--- src/rtl/key_mode_sel.sv ---
// Two-key debounced front end producing test-pattern mode, auto-mode flag and a toggle/strobe CDC handshake.
// Optional LED status display is enabled by defining KEY_MODE_SEL_LED_EN; otherwise leds are tied off.
module key_mode_sel #(
  parameter int DEB_CYCLES  = 270000,
  parameter int LONG_CYCLES = 27000000,
  parameter int NUM_MODES   = 4
) (
  input  logic       led_clk,
  input  logic       hdmi4_rst_n,
  input  logic       key_a,
  input  logic       key_b,
  output logic [2:0] mode,
  output logic       auto_en,
  output logic       mode_tog,
  output logic       mode_stb,
  output logic [5:0] leds
);

  localparam int DEB_W  = (DEB_CYCLES  > 1) ? $clog2(DEB_CYCLES)  : 1;
  localparam int LONG_W = (LONG_CYCLES > 1) ? $clog2(LONG_CYCLES) : 1;
  localparam logic [DEB_W-1:0]  DEB_TC   = DEB_W'(DEB_CYCLES - 1);
  localparam logic [LONG_W-1:0] LONG_TC  = LONG_W'(LONG_CYCLES - 1);
  localparam logic [2:0]        MODE_MAX = 3'(NUM_MODES - 1);

  if (NUM_MODES < 2 || NUM_MODES > 8) begin : g_bad_num_modes
    $error("key_mode_sel: NUM_MODES must be in 2..8");
  end
  if (DEB_CYCLES < 1 || LONG_CYCLES < 2) begin : g_bad_cycles
    $error("key_mode_sel: DEB_CYCLES must be >= 1 and LONG_CYCLES >= 2");
  end

  // IDLE: no key down | ONE: one key down | BOTH: combo timing | WAIT_REL: wait for all keys up
  typedef enum logic [1:0] {
    S_IDLE     = 2'd0,
    S_ONE      = 2'd1,
    S_BOTH     = 2'd2,
    S_WAIT_REL = 2'd3
  } state_t;

  logic [1:0]        r_sync1;
  logic [1:0]        r_sync2;
  logic [1:0]        r_deb;
  logic [DEB_W-1:0]  r_deb_cnt [2];
  logic [LONG_W-1:0] r_combo_cnt;

  state_t            r_state;
  state_t            w_state_nxt;
  logic              r_sel_b;
  logic              w_sel_b_nxt;

  logic [2:0]        r_mode;
  logic              r_auto_en;
  logic              r_mode_tog;
  logic              r_mode_stb;

  logic              w_both;
  logic              w_any;
  logic              w_held;
  logic              w_ev_next;
  logic              w_ev_prev;
  logic              w_ev_combo;
  logic              w_ev_any;
  logic [2:0]        w_mode_inc;
  logic [2:0]        w_mode_dec;

  // Bit 0 is key A, bit 1 is key B throughout.
  always_ff @(posedge led_clk or negedge hdmi4_rst_n) begin
    if (!hdmi4_rst_n) begin
      r_sync1 <= '0;
      r_sync2 <= '0;
      r_deb   <= '0;
      for (int k = 0; k < 2; k++) begin
        r_deb_cnt[k] <= '0;
      end
    end else begin
      r_sync1 <= {key_b, key_a};
      r_sync2 <= r_sync1;
      for (int k = 0; k < 2; k++) begin
        if (r_sync2[k] == r_deb[k]) begin
          r_deb_cnt[k] <= '0;
        end else if (r_deb_cnt[k] == DEB_TC) begin
          r_deb[k]     <= r_sync2[k];
          r_deb_cnt[k] <= '0;
        end else begin
          r_deb_cnt[k] <= r_deb_cnt[k] + DEB_W'(1);
        end
      end
    end
  end

  assign w_both = r_deb[0] & r_deb[1];
  assign w_any  = r_deb[0] | r_deb[1];
  assign w_held = r_sel_b ? r_deb[1] : r_deb[0];

  always_comb begin
    w_state_nxt = r_state;
    w_sel_b_nxt = r_sel_b;
    w_ev_next   = 1'b0;
    w_ev_prev   = 1'b0;
    w_ev_combo  = 1'b0;
    case (r_state)
      S_IDLE: begin
        if (w_both) begin
          w_state_nxt = S_BOTH;
        end else if (w_any) begin
          w_state_nxt = S_ONE;
          w_sel_b_nxt = r_deb[1];
        end
      end
      S_ONE: begin
        if (w_both) begin
          w_state_nxt = S_BOTH;
        end else if (!w_held) begin
          w_state_nxt = S_IDLE;
          w_ev_next   = ~r_sel_b;
          w_ev_prev   = r_sel_b;
        end
      end
      S_BOTH: begin
        // Terminal count wins over a release in the same cycle.
        if (r_combo_cnt == LONG_TC) begin
          w_state_nxt = S_WAIT_REL;
          w_ev_combo  = 1'b1;
        end else if (!w_both) begin
          w_state_nxt = S_WAIT_REL;
        end
      end
      S_WAIT_REL: begin
        if (!w_any) begin
          w_state_nxt = S_IDLE;
        end
      end
      default: begin
        w_state_nxt = S_IDLE;
      end
    endcase
  end

  always_ff @(posedge led_clk or negedge hdmi4_rst_n) begin
    if (!hdmi4_rst_n) begin
      r_state <= S_IDLE;
      r_sel_b <= 1'b0;
    end else begin
      r_state <= w_state_nxt;
      r_sel_b <= w_sel_b_nxt;
    end
  end

  always_ff @(posedge led_clk or negedge hdmi4_rst_n) begin
    if (!hdmi4_rst_n) begin
      r_combo_cnt <= '0;
    end else if (r_state != S_BOTH) begin
      r_combo_cnt <= '0;
    end else if (r_combo_cnt != LONG_TC) begin
      r_combo_cnt <= r_combo_cnt + LONG_W'(1);
    end
  end

  assign w_ev_any   = w_ev_next | w_ev_prev | w_ev_combo;
  assign w_mode_inc = (r_mode == MODE_MAX) ? 3'd0 : r_mode + 3'd1;
  assign w_mode_dec = (r_mode == 3'd0) ? MODE_MAX : r_mode - 3'd1;

  always_ff @(posedge led_clk or negedge hdmi4_rst_n) begin
    if (!hdmi4_rst_n) begin
      r_mode     <= 3'd0;
      r_auto_en  <= 1'b1;
      r_mode_tog <= 1'b0;
      r_mode_stb <= 1'b0;
    end else begin
      r_mode_stb <= w_ev_any;
      if (w_ev_any) begin
        r_mode_tog <= ~r_mode_tog;
      end
      if (w_ev_next) begin
        r_mode    <= w_mode_inc;
        r_auto_en <= 1'b0;
      end else if (w_ev_prev) begin
        r_mode    <= w_mode_dec;
        r_auto_en <= 1'b0;
      end else if (w_ev_combo) begin
        r_auto_en <= ~r_auto_en;
      end
    end
  end

  assign mode     = r_mode;
  assign auto_en  = r_auto_en;
  assign mode_tog = r_mode_tog;
  assign mode_stb = r_mode_stb;

`ifdef KEY_MODE_SEL_LED_EN
  logic [5:0] r_leds;
  logic [3:0] w_onehot;

  // Modes above 3 shift out of the 4-bit window, leaving those LEDs dark.
  assign w_onehot = 4'b0001 << r_mode;

  always_ff @(posedge led_clk or negedge hdmi4_rst_n) begin
    if (!hdmi4_rst_n) begin
      r_leds <= 6'b101110;
    end else begin
      r_leds <= {~w_any, ~r_auto_en, ~w_onehot};
    end
  end

  assign leds = r_leds;
`else
  assign leds = 6'b111111;
`endif

endmodule

--- config.mk ---
export PLATFORM = sky130hd
export DESIGN_NAME = key_mode_sel
export DESIGN_NICKNAME = d
export VERILOG_FILES = /design/src/rtl/key_mode_sel.sv
export SDC_FILE = /design/constraint.sdc
export NUM_CORES = 1
export LEC_CHECK = 0
export ABC_AREA = 1
export CORE_MARGIN = 1
export CORE_UTILIZATION = 35
export CTS_CLUSTER_DIAMETER = 120
export DETAILED_ROUTE_END_ITERATION = 6
export PLACE_DENSITY_LB_ADDON = 0.25
export SYNTH_ARGS = -nofsm -noshare
export SYNTH_HDL_FRONTEND = slang
export SYNTH_SLANG_ARGS = --single-unit
--- constraint.sdc ---
create_clock -name led_clk -period 1.3 [get_ports led_clk]
set_input_delay 0.325 -clock led_clk [delete_from_list [all_inputs] [get_ports led_clk]]
set_output_delay 0.325 -clock led_clk [all_outputs]
set_load 0.01 [all_outputs]
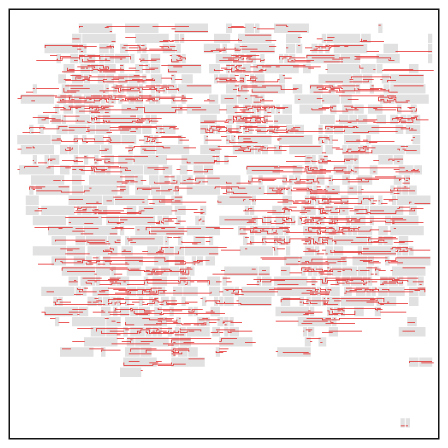
(run_1/m1.png)
Cells faint in the background.
- nets with wire on the layer: 667
- longest straight run: 24.4 um
- wire length on this layer: 4860 um
- share of all routed wire: 44%

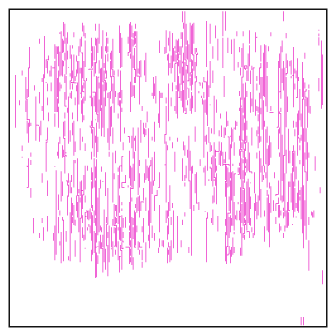
(run_1/m2.png)
- wire length on this layer: 5760 um
- main direction: vertical
- nets with wire on the layer: 615
- longest straight run: 48.8 um

==> Changelog: implementation, run 1 <==
## Implementation

* Synth flops at 78
* Core Util at FP at 0.3664
* Die width at 115.1 um
* Via density at 4.732
* GP Congestion at 0.8737
* Peak Freq at 717.7 MHz
* Comb power frac at 0.037
* PostCTS Resize Cnt at 53
* Die Y at 115.1 um
* Top area cell types: dfrtp_1 (43%), nand2_1 (11%), nor2_1 (9.8%), xor2_1 (4.9%), inv_1 (4.9%)
* Clk pwr share at 0.488
* First-pass GRT wire length at 18.28 mm
* Area grow syn2layout at 43.26%
* Slew Limit Fails at 0
* Hold Fails Final Rpt at 0
* Root Buffer: clkbuf_16
* Hold Path Class: reg2reg
* Setup Buffers After CTS at 7
* DRC violation count after routing at 0
* Async set or reset register ratio after synthesis at 1.000
* 1st-iter DRT viols at 181
* Setup crit end kind: flip-flop
* CP Max Fanout at 5
* Max-Cap Viols at 0
* Final setup vio count at 36
* Ys Warns at 0
* DRT antenna net count at 0
* Drt total wl at 11.16 mm
* CTS clk-pin slew, worst paths at 0.06 ns
* Setup TNS at -1.551 ns
* IO Count at 16
* Largest net degree at the start of global routing at 60
* Yosys synthesis chip area at 4474 sq um
* Top-count cell post-synth: nand2_1
* Dpl hpwl at 7.723 mm
* Dominant Register Cell: dfrtp_1
* Synth Instances at 583
* Initial antenna violation count at 0
* DR WL/cell at 12.64 um
* Sw Share at 0.2178
* Most frequent cells after synthesis: nand2_1 (128), nor2_1 (117), dfrtp_1 (77)
* Syn Area/Cell at 7.675 sq um
* Int Pwr at 4071 uW
* Final Net Count at 723
* Ant diodes at 0
* Final worst-path cycle share at 1.072
* CP arrival at 1.62 ns
* CTS Hold Bufs at 1
* RSZ-0062 raised after global routing: true
* Failing checks: negative setup slack
* Total grt overflow at 0
* I/O Buffers at 9
* Seq pwr share at 0.475
* Critical path class: reg2reg
* Worst Skew at 0.008755 ns
* CTS tree: yes
* Switching power at 1134 uW
* CTS max path bufs at 2
* PwrDens at 812.0 nW/um^2
* Outcome: complete, but fails checks
* Startpoint Class: flip-flop
* Chip Area at 13240 sq um
* Core area at 12210 sq um
* Max-area cell share at 0.4306
* Clk latency late pin at 0.34 ns
* CTS buffer count at 9
* Fin worst setup slack at -0.09333 ns
* Total clock sinks at 78
* Utilization after layout at 0.5249
* Cells in synth_stat.txt at 583
* CP Data Required Time at 1.52 ns
* Global Route Usage Sum at 0.1738
* Post-synth EDFFs at 0
* Min cycle time layout at 1.393 ns
* Rows at 40
* H-tree depth at 3
* P_leak at 0.002850 uW
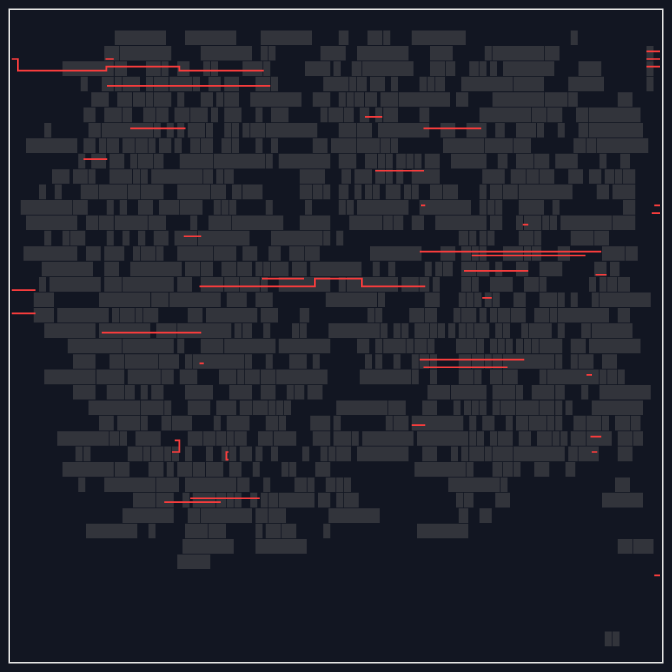
(run_1/m3.png)
Cells faint in the background.
- share of all routed wire: 2.9%
- nets with wire on the layer: 25

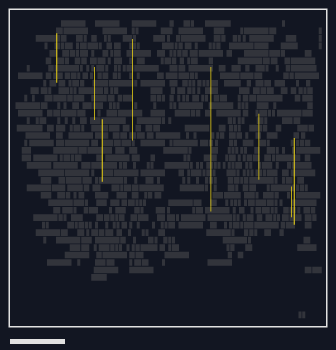
(run_1/m4.png)
Bar = 20 um. Cells faint in the background.
- main direction: vertical
- share of all routed wire: 1.9%

==> run 1: cells by family after synthesis <==
group           after synthesis  synth area share
simple gates                346            0.3540
buf+inv                      76           0.07187
compound gates               42           0.05090
flops                        78            0.4365
other cells                   1         0.0008381
xor+xnor                     31           0.06068
fa+ha+maj                     9           0.02517
==> run 1: metal layers <==
layer / global-route usage / up-vias / wire length [um] / share of wire
met5: 0 / - / 0 / 0
met4: 0.06494 / 0 / 214 / 0.019
met3: 0.03585 / 21 / 329 / 0.029
met2: 0.3080 / 51 / 5755 / 0.52
met1: 0.2073 / 2021 / 4864 / 0.44
li1: - / 2085 / - / -
==> run 1: metrics by stage <==
stage	cells	hold WS, ns	power [uW]	instance area [sq um]	setup slack [ns]
global route	883	0.3844	5378	6410	-0.1780
global placement	838	0.3379	2682	5423	-0.06053
finish	883	0.3681	5205	6410	-0.09333
CTS	862	0.3651	5258	5911	-0.07251
detailed placement	838	0.3380	2690	5423	-0.09582
floorplan	588	0.02941	2587	4552	-0.01555
==> run 1: state kept, by name, summed over array words and instances, names as in the netlist <==
| signal | count |
|---|---|
| r_deb_cnt | 38 |
| r_combo_cnt | 25 |
| mode | 3 |
| r_deb | 2 |
| r_state | 2 |
| r_sync1 | 2 |
| r_sync2 | 2 |
| auto_en | 1 |
| mode_stb | 1 |
| mode_tog | 1 |
| r_sel_b | 1 |
==> run 1: power groups by stage <==
stage | combinational [uW] | sequential, uW | clock, uW
2_1_floorplan | 73.8 | 2510 | 0
3_3_place_gp | 170 | 2510 | 0
3_5_place_dp | 177 | 2510 | 0
4_1_cts | 186 | 2470 | 2600
5_1_grt | 224 | 2470 | 2680
6_report | 193 | 2470 | 2540
==> run 1: critical path, stage by stage, from the launching register on <==
cell     delay, ns
dfrtp_1       0.36
ha_2          0.23
nand3_4       0.10
inv_4         0.10
nand2_4       0.07
nor2_4        0.15
nand2_1       0.09
o21ai_1       0.12
a21oi_1       0.05
==> run 1: final cells by class <==
type	count	area, sq um
Clock buffer	14	294.0
Multi-Input combinational cell	434	2708
Timing Repair inverter	1	6.256
Fill cell	1135	5802
Inverter	67	266.5
Sequential cell	78	1959
Tap cell	168	210.2
Clock inverter	2	12.51
Timing Repair Buffer	119	953.4
==> run 1: path summary, 6_finish.rpt <==
path,start,end,slack [ns],cells past startpoint
max,r_combo_cnt[0],r_combo_cnt[14],-0.09,8
min,r_sync1[1],r_sync2[1],0.37,0
max reg2reg,r_combo_cnt[0],r_combo_cnt[14],-0.09,8
min reg2reg,r_sync1[1],r_sync2[1],0.37,0
max in group asynchronous,hdmi4_rst_n,r_deb_cnt[24],0.49,3
min in group asynchronous,hdmi4_rst_n,mode[1],0.52,3
==> run 1: cell usage in the layout, fill, tap and decap left out, types with 20 or more instances in the layout <==
| cell | n |
|---|---|
| buf_4 | 100 |
| dfrtp_1 | 72 |
| inv_1 | 49 |
| nand2_1 | 104 |
| nand2_2 | 28 |
| nand3_1 | 22 |
| nor2_1 | 87 |
| nor2_2 | 20 |
| nor2_4 | 24 |
| xor2_1 | 23 |
==> run_1/congestion_map.png <==
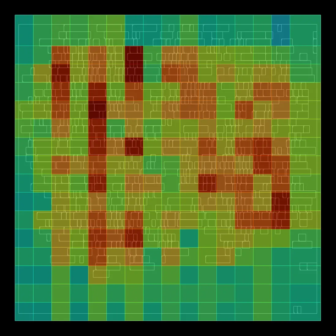

==> run 2: changes to the inputs <==
--- a/config.mk
+++ b/config.mk
@@ -11,6 +11,7 @@
 export CTS_CLUSTER_DIAMETER = 120
 export DETAILED_ROUTE_END_ITERATION = 6
 export PLACE_DENSITY_LB_ADDON = 0.25
+export SETUP_SLACK_MARGIN = 0.5
 export SYNTH_ARGS = -nofsm -noshare
 export SYNTH_HDL_FRONTEND = slang
 export SYNTH_SLANG_ARGS = --single-unit
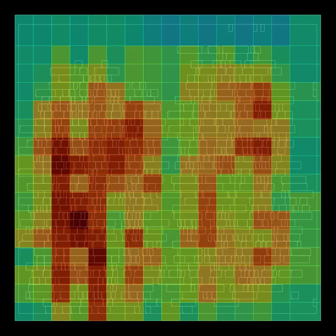
(run_2/congestion_map.png)
Most Used Layer, Global Route: met2
utilization after layout: 0.5939

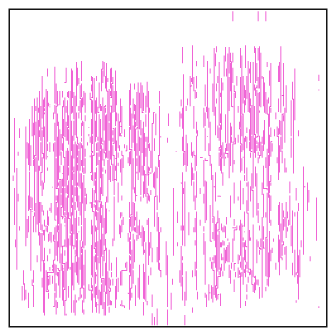
(run_2/m2.png)
- share of all routed wire: 53%
- main direction: vertical

==> run 2 against run 1 <==
Against the previous run:
- the flow finishes with violations (negative hold slack, negative setup slack)
- sequential share of layout area shrank 3.4 points
- clock skew shrank 0.0011 ns
- first-iteration DRC count grew 19%
- combinational power grew 23%
- die size is the same
- flip-flop count is the same
- critical endpoint is now r_combo_cnt[16]
==> Changelog: implementation, run 2 <==
## Implementation

* Outcome: complete, but fails checks
* Failing checks: negative hold slack, negative setup slack
* Clk latency late pin at 0.34 ns
* Share of layout cells above drive strength 1 at 0.5322
* IO Count at 16
* First-pass GRT wire length at 20.30 mm
* Die width at 115.1 um
* Setup crit end kind: flip-flop
* GP Congestion at 0.8891
* DR WL/cell at 14.73 um
* Max reg flops at 38
* Ys Warns at 0
* Syn Area/Cell at 7.675 sq um
* DRC violation count after routing at 0
* Startpoint Class: flip-flop
* Total grt overflow at 0
* Final Net Count at 769
* Synth flops at 78
* Hold Fails Final Rpt at 22
* Log Warnings at 35
* Global Route Usage Sum at 0.1948
* CP Max Fanout at 4
* 1st-iter DRT viols at 215
* I/O Buffers at 9
* Commonest Layout Cell: buf_4
* CTS clk-pin slew, worst paths at 0.06 ns
* RR Endpoint: r_combo_cnt[16]
* DRT antenna net count at 0
* Initial antenna violation count at 0
* Worst reg2reg path startpoint: r_combo_cnt[7]
* Mapped Area at 4474 sq um
* Non-filler cells, final at 929
* Peak supply drop at 0.5623 mV
* Dpl cells at 846
* Max-Cap Viols at 0
* Die Y at 115.1 um
* Core area at 12210 sq um
* Top cells excl fill/tap: buf_4 (115), nand2_1 (84), nor2_1 (67), dfrtp_1 (63), buf_6 (42)
* Largest net degree at the start of global routing at 31
* Slew Limit Fails at 0
* Cells in synth_stat.txt at 583
* Min cycle time layout at 1.516 ns
* P_leak at 0.003283 uW
* PwrDens at 732.8 nW/um^2
* Final setup vio count at 57
* Core Util at FP at 0.3664
* Register area at 1971 sq um
* Area grow syn2layout at 62.08%
* CP Data Required Time at 1.52 ns
* Reg with most FFs: r_deb_cnt
* Hold slack at -0.1074 ns
* Vias in the first global route at 4441
* Dpl hpwl at 8.082 mm
* Post-DP Area at 5572 sq um
* Top-count cell post-synth: nand2_1
* Fillers at 1020
* Rows at 40
* Dominant cell type by area after synthesis: dfrtp_1
* Peak Freq at 659.8 MHz
* Critical path class: reg2reg
* Setup TNS at -5.303 ns
* Yosys synthesis chip area at 4474 sq um
* Ant diodes at 0
* Root Buffer: clkbuf_16
* RSZ-0062 raised after global routing: true
* Hold Path Class: in2async
* Async set or reset register ratio after synthesis at 1.000
* DRT Pass-1 Iters at 6
* Chip Area at 13240 sq um
* Final worst-path cycle share at 1.166
* CTS max path bufs at 2
* Synth Instances at 583
* H-tree depth at 3
* Comb gate area at 3064 sq um
* Worst Skew at 0.007625 ns
* CTS tree: yes
* CP arrival at 1.73 ns
* Internal reg-to-reg setup slack at -0.22 ns
* Post-synth EDFFs at 0
* Seq/Total Area, Yosys at 0.4365
* Total clock sinks at 78
* Top area cell types: dfrtp_1 (43%), nand2_1 (11%), nor2_1 (9.8%), xor2_1 (4.9%), inv_1 (4.9%)
* Max-area cell share at 0.4306
* Drt total wl at 13.69 mm
* Fin worst setup slack at -0.2156 ns
* Reg2Reg Depth at 7
* Via density at 4.862
* Total number of vias at 4517
* CTS buffer count at 9
* Library cells used by synthesis at 38
* Dominant Register Cell: dfrtp_1
* Post-route cell area at 7252 sq um
* Most frequent cells after synthesis: nand2_1 (128), nor2_1 (117), dfrtp_1 (77)
## run 2: cell counts after synthesis
Identical to the previous run, type by type.
## run 2: cells by family after synthesis
family	Yosys count	share of synthesized area
other cells	1	0.0008381
flops	78	0.4365
compound gates	42	0.05090
xor+xnor	31	0.06068
buf+inv	76	0.07187
simple gates	346	0.3540
fa+ha+maj	9	0.02517
## run 2: per-layer routing
| metal | vias up | global-route usage | share of wire |
|---|---|---|---|
| li1 | 2179 | - | - |
| met3 | 39 | 0.03690 | 0.029 |
| met5 | - | 0 | 0 |
| met4 | 0 | 0.07186 | 0.030 |
| met1 | 2200 | 0.2374 | 0.41 |
| met2 | 99 | 0.3418 | 0.53 |
## run 2: worst max path at each step
stage,slack (ns),endpoint,from,cells past startpoint
2_1_floorplan,-0.01,r_combo_cnt[16],r_combo_cnt[0],8
3_3_place_gp,-0.07,auto_en,r_combo_cnt[4],8
3_5_place_dp,-0.1,auto_en,r_combo_cnt[4],8
4_1_cts,-0.11,r_deb_cnt[12],r_deb_cnt[0],8
5_1_grt,-0.27,r_combo_cnt[16],r_combo_cnt[7],7
6_report,-0.22,r_combo_cnt[16],r_combo_cnt[7],7
## run 2: area by class of cell
class                   count  area share
multi-input cells         434      0.4225
flip-flops and latches     78      0.2717
repair buffers            164      0.1946
inverters                  67     0.03847
clock buffers              12     0.03399
well taps                 168     0.02899
clock inverters             4    0.007591
repair inverters            2    0.002070
## run 2: where the power goes
group	internal (uW)	switching (uW)	total (uW)	leakage (uW)
registers	2450	22.9	2470	0.00105
logic	96.5	142	238	0.00209
clock network	1550	1050	2600	0.000143
total	4100	1220	5310	0.00328
## run 2: stage by stage
| step | setup slack [ns] | power, uW |
|---|---|---|
| after floorplan | -0.01305 | 2594 |
| after global placement | -0.07186 | 2689 |
| after detailed placement | -0.09680 | 2696 |
| after CTS | -0.1082 | 5313 |
| after global routing | -0.2702 | 5496 |
| final | -0.2156 | 5314 |
## run 2: what timing repair did
action,CTS,global route
gates cloned,2,0
endpoints found under the hold margin,22,22
gates resized,103,179
setup buffers,25,40
setup endpoints to repair,80,80
pin swaps,33,79
## run 2: critical path: stages, from the launching register on
cell and delay [ns]:
dfrtp_1 0.45, nand2_1 0.16, nor2_4 0.20, nand2_8 0.08
nor2_4 0.22, nand2_2 0.10, o21ai_2 0.12, a21oi_1 0.06
==> run_2/m4.png <==
Bar = 20 um. Cells faint in the background.
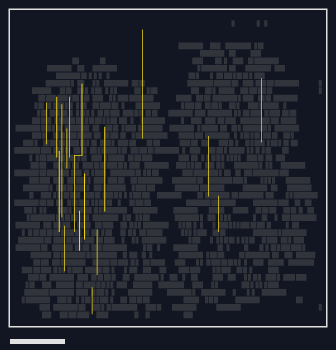

==> run 3: changes to the inputs <==
--- a/config.mk
+++ b/config.mk
@@ -9,9 +9,9 @@
 export CORE_MARGIN = 1
 export CORE_UTILIZATION = 35
 export CTS_CLUSTER_DIAMETER = 120
+export CTS_CLUSTER_SIZE = 14
 export DETAILED_ROUTE_END_ITERATION = 6
 export PLACE_DENSITY_LB_ADDON = 0.25
-export SETUP_SLACK_MARGIN = 0.5
 export SYNTH_ARGS = -nofsm -noshare
 export SYNTH_HDL_FRONTEND = slang
 export SYNTH_SLANG_ARGS = --single-unit
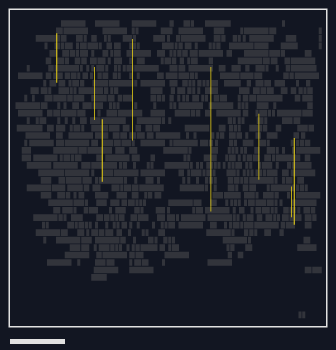
(run_3/m4.png)
Bar = 20 um. Cells faint in the background.
- wire length on this layer: 214 um
- share of all routed wire: 1.9%

==> run 3 against run 2 <==
Against the previous run:
- the run ends with negative setup slack left
- count of clock-buffer cells in the layout is 2 higher
- largest cell class unchanged
- core utilization is 6.9 points lower
- power is 2.1% lower
- critical path type unchanged
- fmax is 8.8% higher
- flip-flop count stayed put
- cell count is 5.0% lower
- critical endpoint is now r_combo_cnt[14]
- synthesized cell count stayed put
- routed wire length is 18% lower
- sequential share of layout area is 3.4 points higher
- final area is 12% lower
==> Changelog: implementation, run 3 <==
## Implementation

* Area grow syn2layout at 43.26%
* IO Count at 16
* DRT antenna net count at 0
* Clk latency late pin at 0.34 ns
* DRC violation count after routing at 0
* Max reg flops at 38
* CP Max Fanout at 5
* Reg with most FFs: r_deb_cnt
* Non-filler cells, final at 883
* Outcome: complete, but fails checks
* Via density at 4.732
* RSZ-0062 raised after global routing: true
* Max-area cell share at 0.4306
* Die width at 115.1 um
* CTS tree: yes
* Total number of vias at 4178
* Crit path from: r_combo_cnt[0]
* Peak supply drop at 0.7123 mV
* Log Warnings at 33
* Worst Skew at 0.008755 ns
* Core Util at FP at 0.3664
* Top cells excl fill/tap: nand2_1 (104), buf_4 (100), nor2_1 (87), dfrtp_1 (72), inv_1 (49)
* Hold slack at 0.3681 ns
* PwrDens at 812.0 nW/um^2
* DRT Pass-1 Iters at 4
* Dpl cells at 838
* Final worst-path cycle share at 1.072
* Post-synth EDFFs at 0
* Final setup vio count at 36
* CTS buffer count at 9
* Cells in synth_stat.txt at 583
* First-pass GRT wire length at 18.28 mm
* CTS max path bufs at 2
* Total grt overflow at 0
* 1st-iter DRT viols at 181
* Ant diodes at 0
* Place WS at -0.09582 ns
* Seq/Total Area, Yosys at 0.4365
* Most frequent cells after synthesis: nand2_1 (128), nor2_1 (117), dfrtp_1 (77)
* Peak Freq at 717.7 MHz
* Async set or reset register ratio after synthesis at 1.000
* Global Route Usage Sum at 0.1738
* Initial antenna violation count at 0
* CP Data Required Time at 1.52 ns
* H-tree depth at 3
* Largest net degree at the start of global routing at 60
* Synth flops at 78
* Failing checks: negative setup slack
* Synth Instances at 583
* Post-DP Area at 5423 sq um
* Vias in the first global route at 4108
* Critical path class: reg2reg
* Dominant Register Cell: dfrtp_1
* Fin worst setup slack at -0.09333 ns
* CP arrival at 1.62 ns
* Fillers at 1135
* Commonest Layout Cell: nand2_1
* Rows at 40
* Slew Limit Fails at 0
* Max-Cap Viols at 0
* I/O Buffers at 9
* Drt total wl at 11.16 mm
* Root Buffer: clkbuf_16
* Share of layout cells above drive strength 1 at 0.3930
* CTS clk-pin slew, worst paths at 0.06 ns
* Final Net Count at 723
* Yosys synthesis chip area at 4474 sq um
* Core area at 12210 sq um
* Syn Area/Cell at 7.675 sq um
* Post-route cell area at 6410 sq um
* Top area cell types: dfrtp_1 (43%), nand2_1 (11%), nor2_1 (9.8%), xor2_1 (4.9%), inv_1 (4.9%)
* Top-count cell post-synth: nand2_1
* DR WL/cell at 12.64 um
* Dominant cell type by area after synthesis: dfrtp_1
* Ys Warns at 0
* Startpoint Class: flip-flop
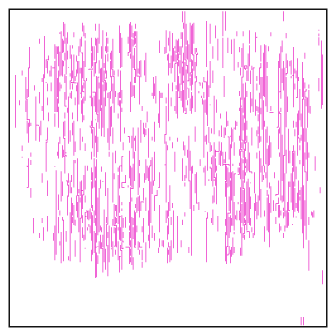
(run_3/m2.png)
- wire length on this layer: 5760 um
- main direction: vertical
- share of all routed wire: 52%
- nets with wire on the layer: 615

## run 3: metal layers
layer,part of all wire,up-vias,GRT usage
met5,0,-,0
met4,0.019,0,0.06494
met3,0.029,21,0.03585
met2,0.52,51,0.3080
met1,0.44,2021,0.2073
li1,-,2085,-
## run 3: stage by stage
step / power, uW / setup TNS [ns]
floorplan: 2587 / -0.03110
global placement: 2682 / -0.8941
detailed placement: 2690 / -2.151
CTS: 5258 / -0.9852
global route: 5378 / -5.739
finish: 5205 / -1.551
## run 3: where the power goes
group / total (uW) / internal, uW / switching (uW)
combinational: 193 / 69.8 / 123
sequential: 2470 / 2450 / 20.7
clock: 2540 / 1550 / 990
## run 3: cell type report
class	count	area (sq um)	area share
Multi-Input combinational cell	434	2708	0.4224
Sequential cell	78	1959	0.3057
Timing Repair Buffer	119	953.4	0.1487
Clock buffer	14	294.0	0.04587
Inverter	67	266.5	0.04158
Tap cell	168	210.2	0.03279
Clock inverter	2	12.51	0.001952
Timing Repair inverter	1	6.256	0.0009760
## run 3: path summary, 6_finish.rpt
check / end / slack, ns / cells after the start
min in group asynchronous: mode[1] / 0.52 / 3
worst min register to register: r_sync2[1] / 0.37 / 0
worst min-delay path: r_sync2[1] / 0.37 / 0
worst max-delay path: r_combo_cnt[14] / -0.09 / 8
max in group asynchronous: r_deb_cnt[24] / 0.49 / 3
worst max register to register: r_combo_cnt[14] / -0.09 / 8
## run 3: cells by family after synthesis
logic type               synth area share
flip-flops                         0.4365
other                           0.0008381
adder cells (fa/ha/maj)           0.02517
XOR/XNOR                          0.06068
AND-OR/OR-AND                     0.05090
AND/OR/NAND/NOR                    0.3540
buffers and inverters             0.07187
## run 3: worst max-delay path, cell delays in order, from the launching register on
cell and delay [ns]:
dfrtp_1 0.36, ha_2 0.23, nand3_4 0.10, inv_4 0.10, nand2_4 0.07, nor2_4 0.15
nand2_1 0.09, o21ai_1 0.12, a21oi_1 0.05
## run 3: what timing repair did
| action | 4_1_cts | 5_1_grt |
|---|---|---|
| pin swaps | 14 | 36 |
| hold endpoints to repair | 34 | 0 |
| gates cloned | 0 | 1 |
| buffers inserted | 7 | 20 |
| resized | 53 | 110 |
| setup endpoints to repair | 58 | 73 |
| hold buffers | 1 | 0 |
Power figures rest on the tool's default switching activity, not on a simulated workload.
